### config.mk
export PLATFORM = sky130hd
export DESIGN_NAME = divshiftsub_flat
export DESIGN_NICKNAME = d
export VERILOG_FILES = /design/src/rtl/divshiftsub_if.sv /design/src/rtl/divshiftsub.sv /design/src/flat_wrapper.sv
export SDC_FILE = /design/constraint.sdc
export NUM_CORES = 1
export LEC_CHECK = 0
export ABC_AREA = 1
export ABC_CLOCK_PERIOD_IN_PS = 8600
export CORE_MARGIN = 5
export CORE_UTILIZATION = 40
export DETAILED_ROUTE_END_ITERATION = 10
export GPL_TIMING_DRIVEN = 0
export PLACE_DENSITY = 0.63
export SLEW_MARGIN = 20
export SYNTH_ARGS = -nofsm -noshare
export SYNTH_HDL_FRONTEND = slang
export SYNTH_SLANG_ARGS = --single-unit
### constraint.sdc
create_clock -name clk -period 8.6 [get_ports clk]
set_input_delay 2.15 -clock clk [delete_from_list [all_inputs] [get_ports clk]]
set_output_delay 2.15 -clock clk [all_outputs]
set_load 0.02 [all_outputs]
### src/rtl/divshiftsub_if.sv
// Start/finish bus between the EMA controller and the shift-subtract divider.
// Parameterised by the operand/quotient width.
interface divshiftsub_if #(
    parameter int WIDTH = 16
);
    // Handshake: start is a one-cycle request taken only while busy=0; the
    // operands are sampled on the same edge and may change afterwards.
    // finish is a one-cycle pulse, and quotient/divzero are meaningful only
    // while it is high.
    logic             ema_divshiftsub_start;
    logic [WIDTH-1:0] ema_divshiftsub_dividend;
    logic [WIDTH-1:0] ema_divshiftsub_divisor;
    logic             divshiftsub_ema_finish;
    logic [WIDTH-1:0] divshiftsub_ema_quotient;
    logic             divshiftsub_ema_divzero;
    logic             divshiftsub_ema_busy;

    modport master (
        output ema_divshiftsub_start, ema_divshiftsub_dividend, ema_divshiftsub_divisor,
        input  divshiftsub_ema_finish, divshiftsub_ema_quotient, divshiftsub_ema_divzero,
               divshiftsub_ema_busy
    );

    modport slave (
        input  ema_divshiftsub_start, ema_divshiftsub_dividend, ema_divshiftsub_divisor,
        output divshiftsub_ema_finish, divshiftsub_ema_quotient, divshiftsub_ema_divzero,
               divshiftsub_ema_busy
    );
endinterface

### src/rtl/divshiftsub.sv
// Restoring shift-subtract divider: (dividend << FRACBITS) / divisor, signed, saturated.
// Define DIVSHIFTSUB_ROUND_EN for a guard-bit iteration and round half away from zero.
module divshiftsub #(
    parameter int WIDTH    = 16,
    parameter int FRACBITS = 8
) (
    input  logic         clk,
    input  logic         rst,
    divshiftsub_if.slave bus,
    output logic [2:0]   state_o
);
    localparam int K  = WIDTH + FRACBITS;
`ifdef DIVSHIFTSUB_ROUND_EN
    localparam int QW = K + 1;
`else
    localparam int QW = K;
`endif
    localparam int CW = $clog2(QW + 1);

    typedef enum logic [2:0] {
        IDLE     = 3'd0,
        SHIFT    = 3'd1,
        SUB      = 3'd2,
        DEC      = 3'd3,
        TESTCNT0 = 3'd4,
        SIGN     = 3'd5,
        FIN      = 3'd6
    } state_t;

    state_t           state_q, state_d;
    logic [K-1:0]     n_q, n_d;
    logic [WIDTH:0]   r_q, r_d;
    logic [WIDTH-1:0] d_q, d_d;
    logic [QW-1:0]    q_q, q_d;
    logic             neg_q, neg_d;
    logic             dz_q, dz_d;
    logic [CW-1:0]    cnt_q, cnt_d;

    logic [WIDTH-1:0] abs_dividend;
    logic [QW:0]      mag;
    logic [QW:0]      lim;
    logic [WIDTH-1:0] sat_mag;
    logic [WIDTH-1:0] signed_res;

    // Magnitude as an unsigned WIDTH-bit value, so the most negative input maps to 2^(WIDTH-1).
    always_comb begin
        abs_dividend = bus.ema_divshiftsub_dividend[WIDTH-1] ? -bus.ema_divshiftsub_dividend
                                                             : bus.ema_divshiftsub_dividend;
`ifdef DIVSHIFTSUB_ROUND_EN
        mag = ({1'b0, q_q} + (QW+1)'(1)) >> 1;
`else
        mag = {1'b0, q_q};
`endif
        lim = {{(QW+1-WIDTH){1'b0}}, neg_q, {(WIDTH-1){~neg_q}}};
        sat_mag    = (mag > lim) ? lim[WIDTH-1:0] : mag[WIDTH-1:0];
        signed_res = neg_q ? -sat_mag : sat_mag;
    end

    always_comb begin
        state_d = state_q;
        n_d     = n_q;
        r_d     = r_q;
        d_d     = d_q;
        q_d     = q_q;
        neg_d   = neg_q;
        dz_d    = dz_q;
        cnt_d   = cnt_q;
        unique case (state_q)
            IDLE: begin
                if (bus.ema_divshiftsub_start) begin
                    neg_d = bus.ema_divshiftsub_dividend[WIDTH-1];
                    if (bus.ema_divshiftsub_divisor == '0) begin
                        // Divide-by-zero goes straight to FIN with the saturated extreme preloaded.
                        dz_d    = 1'b1;
                        q_d     = {{(QW-WIDTH){1'b0}}, bus.ema_divshiftsub_dividend[WIDTH-1],
                                   {(WIDTH-1){~bus.ema_divshiftsub_dividend[WIDTH-1]}}};
                        state_d = FIN;
                    end else begin
                        n_d     = {abs_dividend, {FRACBITS{1'b0}}};
                        d_d     = bus.ema_divshiftsub_divisor;
                        r_d     = '0;
                        q_d     = '0;
                        cnt_d   = CW'(QW);
                        state_d = SHIFT;
                    end
                end
            end
            SHIFT: begin
                r_d     = {r_q[WIDTH-1:0], n_q[K-1]};
                n_d     = {n_q[K-2:0], 1'b0};
                q_d     = {q_q[QW-2:0], 1'b0};
                state_d = SUB;
            end
            SUB: begin
                if (r_q >= {1'b0, d_q}) begin
                    r_d    = r_q - {1'b0, d_q};
                    q_d[0] = 1'b1;
                end
                state_d = DEC;
            end
            DEC: begin
                cnt_d   = cnt_q - CW'(1);
                state_d = TESTCNT0;
            end
            TESTCNT0: state_d = (cnt_q == '0) ? SIGN : SHIFT;
            SIGN: begin
                q_d     = {{(QW-WIDTH){1'b0}}, signed_res};
                state_d = FIN;
            end
            FIN: begin
                dz_d    = 1'b0;
                state_d = IDLE;
            end
            default: state_d = IDLE;
        endcase
    end

    always_ff @(posedge clk) begin
        if (rst) begin
            state_q <= IDLE;
            n_q     <= '0;
            r_q     <= '0;
            d_q     <= '0;
            q_q     <= '0;
            neg_q   <= 1'b0;
            dz_q    <= 1'b0;
            cnt_q   <= '0;
        end else begin
            state_q <= state_d;
            n_q     <= n_d;
            r_q     <= r_d;
            d_q     <= d_d;
            q_q     <= q_d;
            neg_q   <= neg_d;
            dz_q    <= dz_d;
            cnt_q   <= cnt_d;
        end
    end

    always_comb begin
        bus.divshiftsub_ema_finish   = (state_q == FIN);
        bus.divshiftsub_ema_quotient = (state_q == FIN) ? q_q[WIDTH-1:0] : '0;
        bus.divshiftsub_ema_divzero  = (state_q == FIN) ? dz_q : 1'b0;
        bus.divshiftsub_ema_busy     = (state_q != IDLE);
        state_o                      = state_q;
    end
endmodule

### src/flat_wrapper.sv
// flat-port wrapper written by rule: the top's interface ports become plain ports
module divshiftsub_flat 
#(
    parameter int WIDTH    = 16,
    parameter int FRACBITS = 8
)
  (clk, rst, state_o, bus_ema_divshiftsub_start, bus_ema_divshiftsub_dividend, bus_ema_divshiftsub_divisor, bus_divshiftsub_ema_finish, bus_divshiftsub_ema_quotient, bus_divshiftsub_ema_divzero, bus_divshiftsub_ema_busy);
  divshiftsub_if #(.WIDTH(WIDTH)) bus_i ();
  input  logic clk;
  input  logic rst;
  output logic [2:0] state_o;
  input wire logic [$bits(bus_i.ema_divshiftsub_start)-1:0] bus_ema_divshiftsub_start;
  input wire logic [$bits(bus_i.ema_divshiftsub_dividend)-1:0] bus_ema_divshiftsub_dividend;
  input wire logic [$bits(bus_i.ema_divshiftsub_divisor)-1:0] bus_ema_divshiftsub_divisor;
  output wire logic [$bits(bus_i.divshiftsub_ema_finish)-1:0] bus_divshiftsub_ema_finish;
  output wire logic [$bits(bus_i.divshiftsub_ema_quotient)-1:0] bus_divshiftsub_ema_quotient;
  output wire logic [$bits(bus_i.divshiftsub_ema_divzero)-1:0] bus_divshiftsub_ema_divzero;
  output wire logic [$bits(bus_i.divshiftsub_ema_busy)-1:0] bus_divshiftsub_ema_busy;
  assign bus_i.ema_divshiftsub_start = bus_ema_divshiftsub_start;
  assign bus_i.ema_divshiftsub_dividend = bus_ema_divshiftsub_dividend;
  assign bus_i.ema_divshiftsub_divisor = bus_ema_divshiftsub_divisor;
  assign bus_divshiftsub_ema_finish = bus_i.divshiftsub_ema_finish;
  assign bus_divshiftsub_ema_quotient = bus_i.divshiftsub_ema_quotient;
  assign bus_divshiftsub_ema_divzero = bus_i.divshiftsub_ema_divzero;
  assign bus_divshiftsub_ema_busy = bus_i.divshiftsub_ema_busy;
  divshiftsub #(.WIDTH(WIDTH), .FRACBITS(FRACBITS)) u_core (.clk(clk), .rst(rst), .bus(bus_i), .state_o(state_o));
endmodule
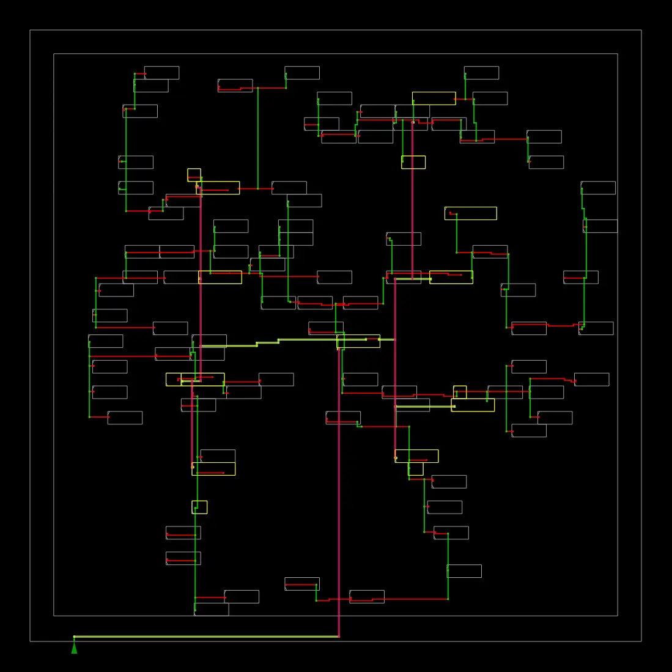
run_1/final_clocks.png
registers: 83
Clock net power: 0.000406 W
clock skew: 0.0126 ns
clk sinks: 83
CLK BUF: 10

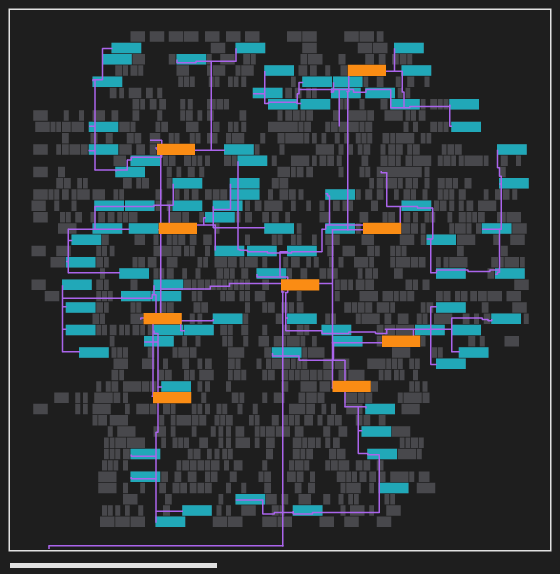
run_1/clock_map.png
The bar under the picture is 50 um long.
orange -> cells driving clock nets  # count 9
cyan -> flip-flops  # count 83
purple -> clock wires  # length 1220 um
flops lie = all over the die
routed clock nets = 10

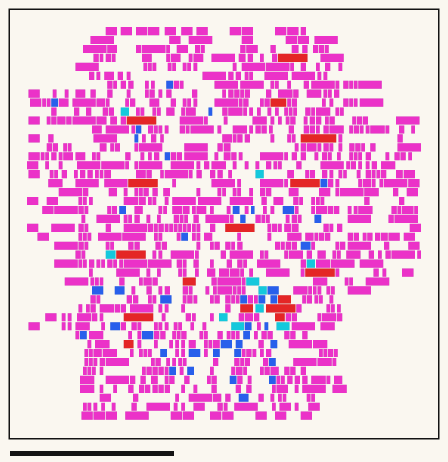
run_1/drive_strength.png
The bar under the picture is 50 um long.
cyan -> drive 3 to 4  # cells 10, most used buf_4
magenta -> drive 1 or less  # cells 904, most used nand2_1
blue -> drive 2  # cells 41, most used nand2_2
red -> drive 6 and up  # cells 16, most used clkbuf_16

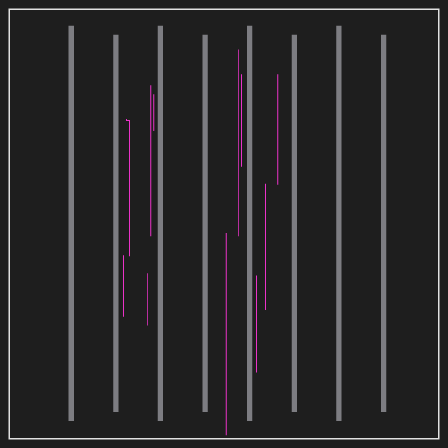
run_1/met4.png
Supply wires on this layer in gray.
main direction = vertical
nets with wire on the layer = 8
wire length on this layer = 379 um

==> reports/qor.yml, run 1 <==
status: "finished clean"
finalHoldViolations: 0
ant_nets: 0
grt_max_degree: 17
diodes: 0
ys_ff: 83
drt_iter0_markers: 433
core_area_um2: 14400
clkCellAreaFrac: 0.0452
gr-total-overflow: 0
dp_cells: 1139
wl_per_cell_um: 14.4
worstSetupStartpointType: "flip-flop"
finalInstanceArea_um2: 6870
syn_nets: 971
top_area_frac: 0.288
ys_sh_adder: 0.0793
finalPower_w: 0.00152
routed_wl_um: 16600
clock_power_share: 0.267
cts_setup_buffers: 0
antenna_found_initial: 0
clk_pin_slew_ns: 0.07
worstSetupEndpointType: "primary output"
grt_usage: 0.202
setup-tns-final_ns: 0
cp-startpoint: "u_core.state_o[1]"
chipArea_um2: 16900
tapCellCount: 184
port_buffers: 55
syn_avg_cell_area_um2: 6.42
largest_reg_flops: 24
maxCapViolCount: 0
aoi_share: 0.217
yosys_warnings: 0
cts_resized: 0
holdPathEnd: "u_core.q_q[23]"
regMostFlops: "u_core.q_q"
sh_seq_area: 0.242
htreeDepth: 3
most_common_cell: "nand2_1"
timing.rr.end: "u_core.q_q[14]"
syn_to_final_growth_pct: 18.9
top_usage_layer: "met2"
largestClassByArea: "multi-input combinational cells"
hold_path_depth: 2
p_seq_frac: 0.317
topCellsByArea: "dfxtp_1 (29%), nand2_1 (12%), a21oi_1 (8.6%), ha_1 (7.6%), o21ai_0 (7.1%)"
top_area_cell: "dfxtp_1"
min_from: "u_core.q_q[23]"
crit_path_max_incr_delay_ns: 0.62
final_cell_mix: "nand2_1 (184), inv_1 (106), nor2_1 (104)"
placed_cell_area_um2: 6560
nNonClkInverters: 112
floorplanUtilization: 0.402
topCombFamilyByArea: "simple AND/OR/NAND/NOR gates"
power_switching_share: 0.409
crit_type: "flip-flop to primary output"
finalClockPeriodUsage: 0.571
fmax_mhz: 204
logic_area_um2: 3510
drt_pass1_iterations: 5
hold_path_class: "flip-flop to flip-flop"
rows: 44
n_all_buffers: 92
lay_top_count: "nand2_1"
insertion_delay_ns: 0.35
clock-root-buffer: "clkbuf_16"
vias_per_cell: 5.23
grt_use_met1: 0.287
use_met3: 0.0258
wirelength_met1_um: 8330
vias: 6042
synth.top_cells.by_count: "nand2_1 (184), inv_1 (106), nor2_1 (104), a21oi_1 (99), dfxtp_1 (83)"
finalNonFillerCells: 1155
yosysCellCount: 900
drive_above_1_share: 0.0690
synth-simple-area-share: 0.300
synth-edff-count: 0
rr_worst_depth: 20
ys_seq_frac: 0.288
layout_min_cycle_time_ns: 4.91
synth_cell_types: 46
setup_viol: 0
fp.dieW_um: 130
ff2ff_setup_slack_ns: 4.74
worst_hold_slack_ns: 0.463
crit_end: "bus_divshiftsub_ema_quotient[12]"
gp_congestion: 0.899
top_layer_used: "met4"
netlist_area_um2: 5780
wl_met2_um: 7230
met3_length_um: 683
cp_slowest_cell: "clkdlybuf4s50_1"
flop_cell: "dfxtp_1"
seq_power_w: 0.000483
io_pins: 57
place_ws_ns: 3.61
cts_buffers: 9
grt_pass1_vias: 5564
cp.required_ns: 6.45
die_height_um: 130
cts_hold_buf: 0
cp.arrival_ns: 2.76
crit_fanout: 10
run_1/registers.png
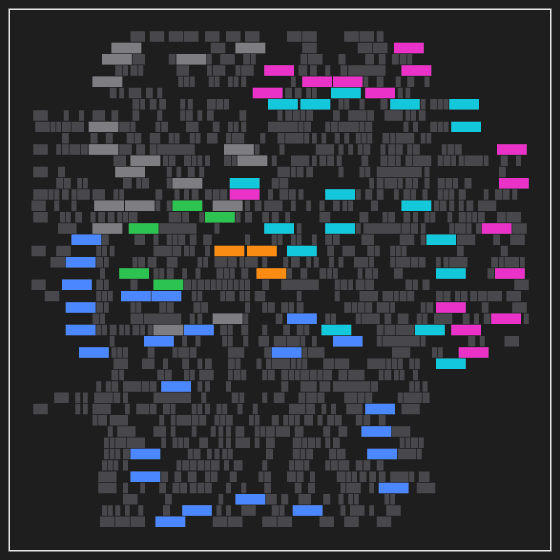

## Run 2: what changed since run 1
--- a/config.mk
+++ b/config.mk
@@ -6,12 +6,12 @@
 export NUM_CORES = 1
 export LEC_CHECK = 0
 export ABC_AREA = 1
-export ABC_CLOCK_PERIOD_IN_PS = 8600
+export ABC_CLOCK_PERIOD_IN_PS = 4050
 export CORE_MARGIN = 5
 export CORE_UTILIZATION = 40
 export DETAILED_ROUTE_END_ITERATION = 10
 export GPL_TIMING_DRIVEN = 0
-export PLACE_DENSITY = 0.63
+export PLACE_DENSITY = 0.66
 export SLEW_MARGIN = 20
 export SYNTH_ARGS = -nofsm -noshare
 export SYNTH_HDL_FRONTEND = slang
==> constraint.sdc (replaced) <==
create_clock -name clk -period 4.05 [get_ports clk]
set_input_delay 1.0125 -clock clk [delete_from_list [all_inputs] [get_ports clk]]
set_output_delay 1.0125 -clock clk [all_outputs]
set_load 0.02 [all_outputs]
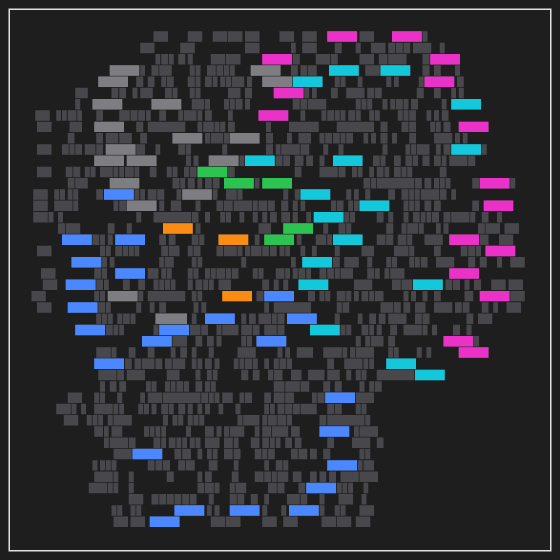
run_2/registers.png
orange -> u_core.state_o  # sequential cells 3
cyan -> u_core.r_q  # sequential cells 17
magenta -> u_core.d_q  # sequential cells 16
blue -> u_core.q_q  # sequential cells 24
green -> u_core.cnt_q  # sequential cells 5

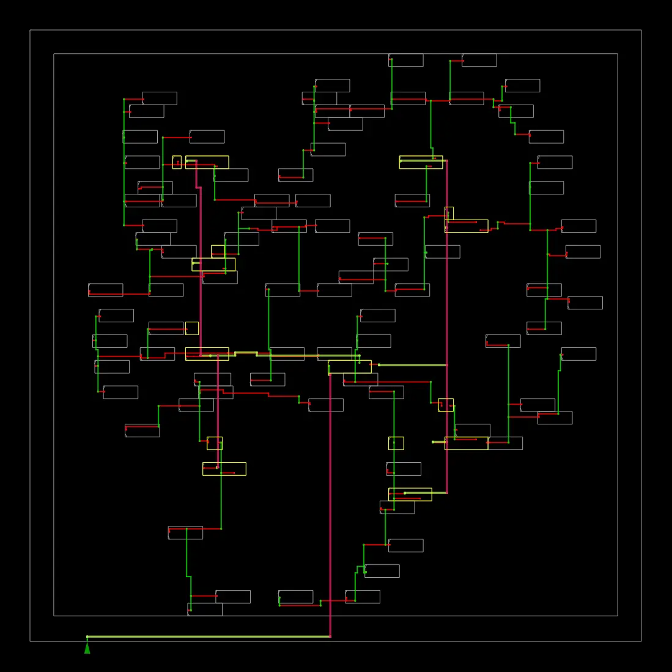
run_2/final_clocks.png
Late-Pin Clk Latency: 0.35 ns
CLK BUF: 9

==> run 2 against run 1 <==
Count of clock-buffer cells in the layout decreased by 1; critical path type is now input pin to flip-flop; clock skew down 0.0054 ns; setup slack got worse by 3.4 ns; flip-flop count stayed put; final area down 0.47%; highest routed layer unchanged; first-iteration DRC count up 21%; clock power rose by 95%; die size unchanged; critical endpoint is now u_core.n_q[23]; power is 110% higher.
==> reports/qor.yml, run 2 <==
antenna_found_initial: 0  # unchanged
dp_cells: 1139  # unchanged
syn_to_final_growth_pct: 18.3
syn_nets: 971  # unchanged
gp_congestion: 0.924  # +2.7%
synth-edff-count: 0  # unchanged
top_layer_used: "met4"
finalNonFillerCells: 1155  # unchanged
synth_cell_types: 46  # unchanged
diodes: 0  # unchanged
flop_cell: "dfxtp_1"
finalPower_w: 0.00315  # +110%
n_all_buffers: 92  # unchanged
mux_area_frac: 0
wl_met2_um: 7100  # -1.8%
use_met2: 0.296
ff_count: 83  # unchanged
synth-simple-area-share: 0.300  # unchanged
grt_use_met1: 0.274  # -0.0134
rr_worst_depth: 20  # unchanged
most_common_cell: "nand2_1"
met3_length_um: 784  # +15%
nNonClkInverters: 112  # unchanged
cp.arrival_ns: 3.97  # +1.21 ns
ys_sh_adder: 0.0793  # unchanged
min_from: "u_core.d_q[4]"
finalInstanceArea_um2: 6840  # -0.47%
cp-startpoint: "bus_ema_divshiftsub_divisor[0]"
clock_power_share: 0.251  # -0.016
power_clock_w: 0.000792  # +95%
final_cell_mix: "nand2_1 (184), inv_1 (106), nor2_1 (104)"
use_met3: 0.0303  # +0.00450
clock-root-buffer: "clkbuf_16"
largestClassByArea: "multi-input combinational cells"
topCellsByArea: "dfxtp_1 (29%), nand2_1 (12%), a21oi_1 (8.6%), ha_1 (7.6%), o21ai_0 (7.1%)"
largest_reg_flops: 24  # unchanged
hold_path_class: "flip-flop to flip-flop"
aoi_share: 0.217  # unchanged
worstSetupEndpointType: "flip-flop"
top_area_cell: "dfxtp_1"
hold_path_depth: 2  # unchanged
chipArea_um2: 16900  # unchanged
power_switching_share: 0.420  # +0.0104
placed_cell_area_um2: 6560  # unchanged
holdPathEnd: "u_core.d_q[4]"
synth_cells: 900
r2r_start: "u_core.neg_q"
routed_wl_um: 16200  # -2.4%
yosysCellCount: 900  # unchanged
wl_per_cell_um: 14.0  # -2.4%
synth.top_cells.by_count: "nand2_1 (184), inv_1 (106), nor2_1 (104), a21oi_1 (99), dfxtp_1 (83)"
fp.dieW_um: 130  # unchanged
timing.rr.end: "u_core.q_q[14]"
critical_path_buf_inv_count: 4
regMostFlops: "u_core.q_q"
crit_path_max_incr_delay_ns: 0.60  # -0.02 ns
numClockSinks: 83  # unchanged
clk_pin_slew_ns: 0.07  # about the same
cts_setup_buffers: 0  # unchanged
io_pins: 57  # unchanged
finClkSkew_ns: 0.00719  # -0.00543 ns
seq_power_w: 0.00102  # +110%
grt_usage: 0.192  # -0.00992
worst_hold_slack_ns: 0.465  # +0.00143 ns
p_seq_frac: 0.325  # +0.008
rows: 44  # unchanged
die_height_um: 130  # unchanged
ys_ff: 83  # unchanged
drive_above_1_share: 0.0700  # +0.00103
cts_hold_buf: 0  # unchanged
cts_buffers: 9  # unchanged
core_area_um2: 14400  # unchanged
port_buffers: 55  # unchanged
tapCellCount: 184  # unchanged
netlist_area_um2: 5780  # unchanged
yosys_warnings: 0  # unchanged
crit_end: "u_core.n_q[23]"
ff2ff_setup_slack_ns: 0.54  # -4.20 ns
logic_area_um2: 3510  # unchanged
status: "finished clean"
cts_resized: 0  # unchanged
htreeDepth: 3  # unchanged
drt_iter0_markers: 522  # +21%
finalHoldViolations: 0  # unchanged
maxCapViolCount: 0  # unchanged
layout_min_cycle_time_ns: 3.74
vias: 6015  # -0.45%
cp_slowest_cell: "nor4_1"
ys_seq_frac: 0.288  # unchanged
fmax_mhz: 268
wirelength_met1_um: 8020  # -3.7%
finalClockPeriodUsage: 0.922
ant_nets: 0  # unchanged
grt_max_degree: 17  # unchanged
drt_pass1_iterations: 5  # unchanged
setup-tns-final_ns: 0  # unchanged
place_ws_ns: 0.114  # -3.50 ns
lay_top_count: "nand2_1"
crit_fanout: 10  # unchanged
clkCellAreaFrac: 0.0405  # -0.00473
top_usage_layer: "met2"
top_area_frac: 0.288  # unchanged
topCombFamilyByArea: "simple AND/OR/NAND/NOR gates"
vias_per_cell: 5.21  # -0.45%
grt_pass1_vias: 5318  # -4.4%
gr-total-overflow: 0  # unchanged
run_2/clock_map.png
The bar under the picture is 50 um long.
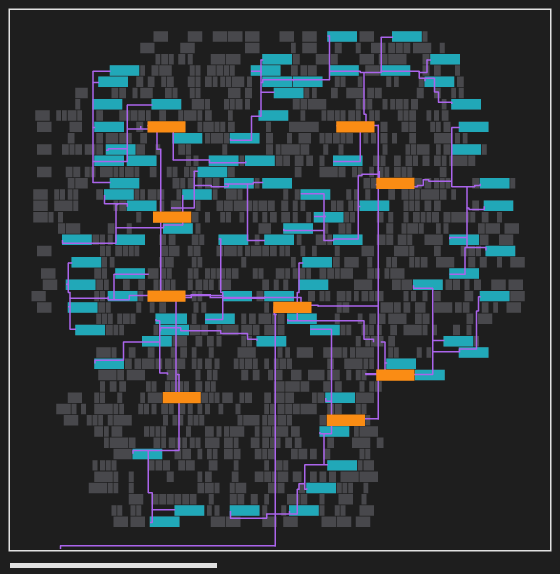

## Run 3: what changed since run 2
--- a/config.mk
+++ b/config.mk
@@ -12,6 +12,7 @@
 export DETAILED_ROUTE_END_ITERATION = 10
 export GPL_TIMING_DRIVEN = 0
 export PLACE_DENSITY = 0.66
+export RECOVER_POWER = 25
 export SLEW_MARGIN = 20
 export SYNTH_ARGS = -nofsm -noshare
 export SYNTH_HDL_FRONTEND = slang
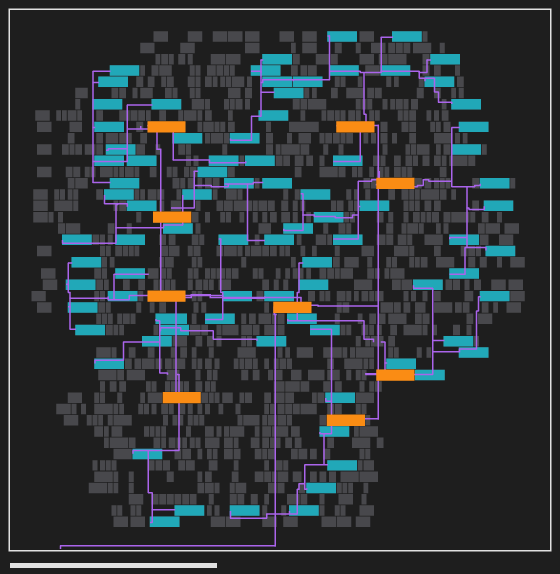
run_3/clock_map.png
The bar under the picture is 50 um long.
purple -> clock wires  # length 1270 um
cyan -> flip-flops  # count 83
orange -> cells driving clock nets  # count 9
routed clock nets = 10

==> run 3 against run 2 <==
Final area about the same; global-route usage is the same; sequential power hardly changed; critical path depth stayed put; sequential share of layout area is essentially flat; maximum frequency is 3.2% lower; combinational power is essentially flat; first-iteration DRC count is 0.96% lower; final cell count stayed put; critical endpoint unchanged; largest cell class unchanged.
==> reports/qor.yml, run 3 <==
fmax_mhz: 259  # -3.2%
finClkSkew_ns: 0.00717  # -0.0000171 ns
p_seq_frac: 0.325  # about the same
drt_iter0_markers: 517  # -0.96%
largestClassByArea: "multi-input combinational cells"
cp-startpoint: "bus_ema_divshiftsub_divisor[0]"
seq_power_w: 0.00102  # about the same
mux_area_frac: 0  # unchanged
top_area_cell: "dfxtp_1"
finalNonFillerCells: 1155  # unchanged
ff2ff_setup_slack_ns: 0.54  # about the same
top_usage_layer: "met2"
clkCellAreaFrac: 0.0405  # about the same
grt_pass1_vias: 5318  # unchanged
die_height_um: 130  # unchanged
port_buffers: 55  # unchanged
finalHoldViolations: 0  # unchanged
grt_usage: 0.192  # unchanged
critical_path_buf_inv_count: 4  # unchanged
grt_use_met1: 0.274  # unchanged
aoi_share: 0.217  # unchanged
ys_ff: 83  # unchanged
ff_count: 83  # unchanged
grt_max_degree: 17  # unchanged
drt_pass1_iterations: 5  # unchanged
htreeDepth: 3  # unchanged
top_layer_used: "met4"
cts_hold_buf: 0  # unchanged
chipArea_um2: 16900  # unchanged
dp_cells: 1139  # unchanged
n_clock_buffer: 9  # unchanged
syn_to_final_growth_pct: 18.3  # about the same
use_met3: 0.0303  # unchanged
hold_path_class: "flip-flop to flip-flop"
worst_hold_slack_ns: 0.465  # +0.000198 ns
topCellsByArea: "dfxtp_1 (29%), nand2_1 (12%), a21oi_1 (8.6%), ha_1 (7.6%), o21ai_0 (7.1%)"
finalInstanceArea_um2: 6830  # about the same
min_from: "u_core.d_q[4]"
yosysCellCount: 900  # unchanged
use_met2: 0.296  # unchanged
rows: 44  # unchanged
ant_nets: 0  # unchanged
vias: 6020  # +0.083%
gr-total-overflow: 0  # unchanged
fp.dieW_um: 130  # unchanged
synth_cell_types: 46  # unchanged
top_area_frac: 0.288  # unchanged
drive_above_1_share: 0.0680  # -0.00206
finalPower_w: 0.00315  # -0.14%
setup-tns-final_ns: 0  # unchanged
synth_cells: 900  # unchanged
synth.top_cells.by_count: "nand2_1 (184), inv_1 (106), nor2_1 (104), a21oi_1 (99), dfxtp_1 (83)"
syn_nets: 971  # unchanged
wl_per_cell_um: 14.1  # about the same
wirelength_met1_um: 8080  # +0.72%
netlist_area_um2: 5780  # unchanged
nNonClkInverters: 112  # unchanged
wl_met2_um: 7120  # +0.15%
status: "finished clean"
most_common_cell: "nand2_1"
finalClockPeriodUsage: 0.953  # +0.0308
r2r_start: "u_core.neg_q"
clock-root-buffer: "clkbuf_16"
insertion_delay_ns: 0.35  # about the same
gp_congestion: 0.924  # unchanged
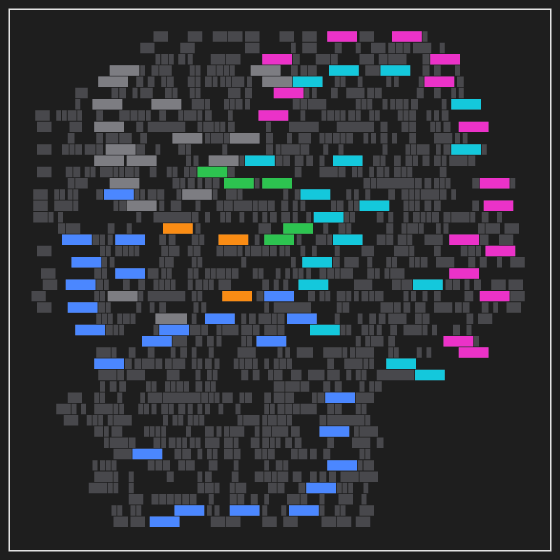
run_3/registers.png
green -> u_core.cnt_q  # sequential cells 5
blue -> u_core.q_q  # sequential cells 24
orange -> u_core.state_o  # sequential cells 3
magenta -> u_core.d_q  # sequential cells 16
cyan -> u_core.r_q  # sequential cells 17

No activity file was given, so power comes from the tool's default toggle rates.
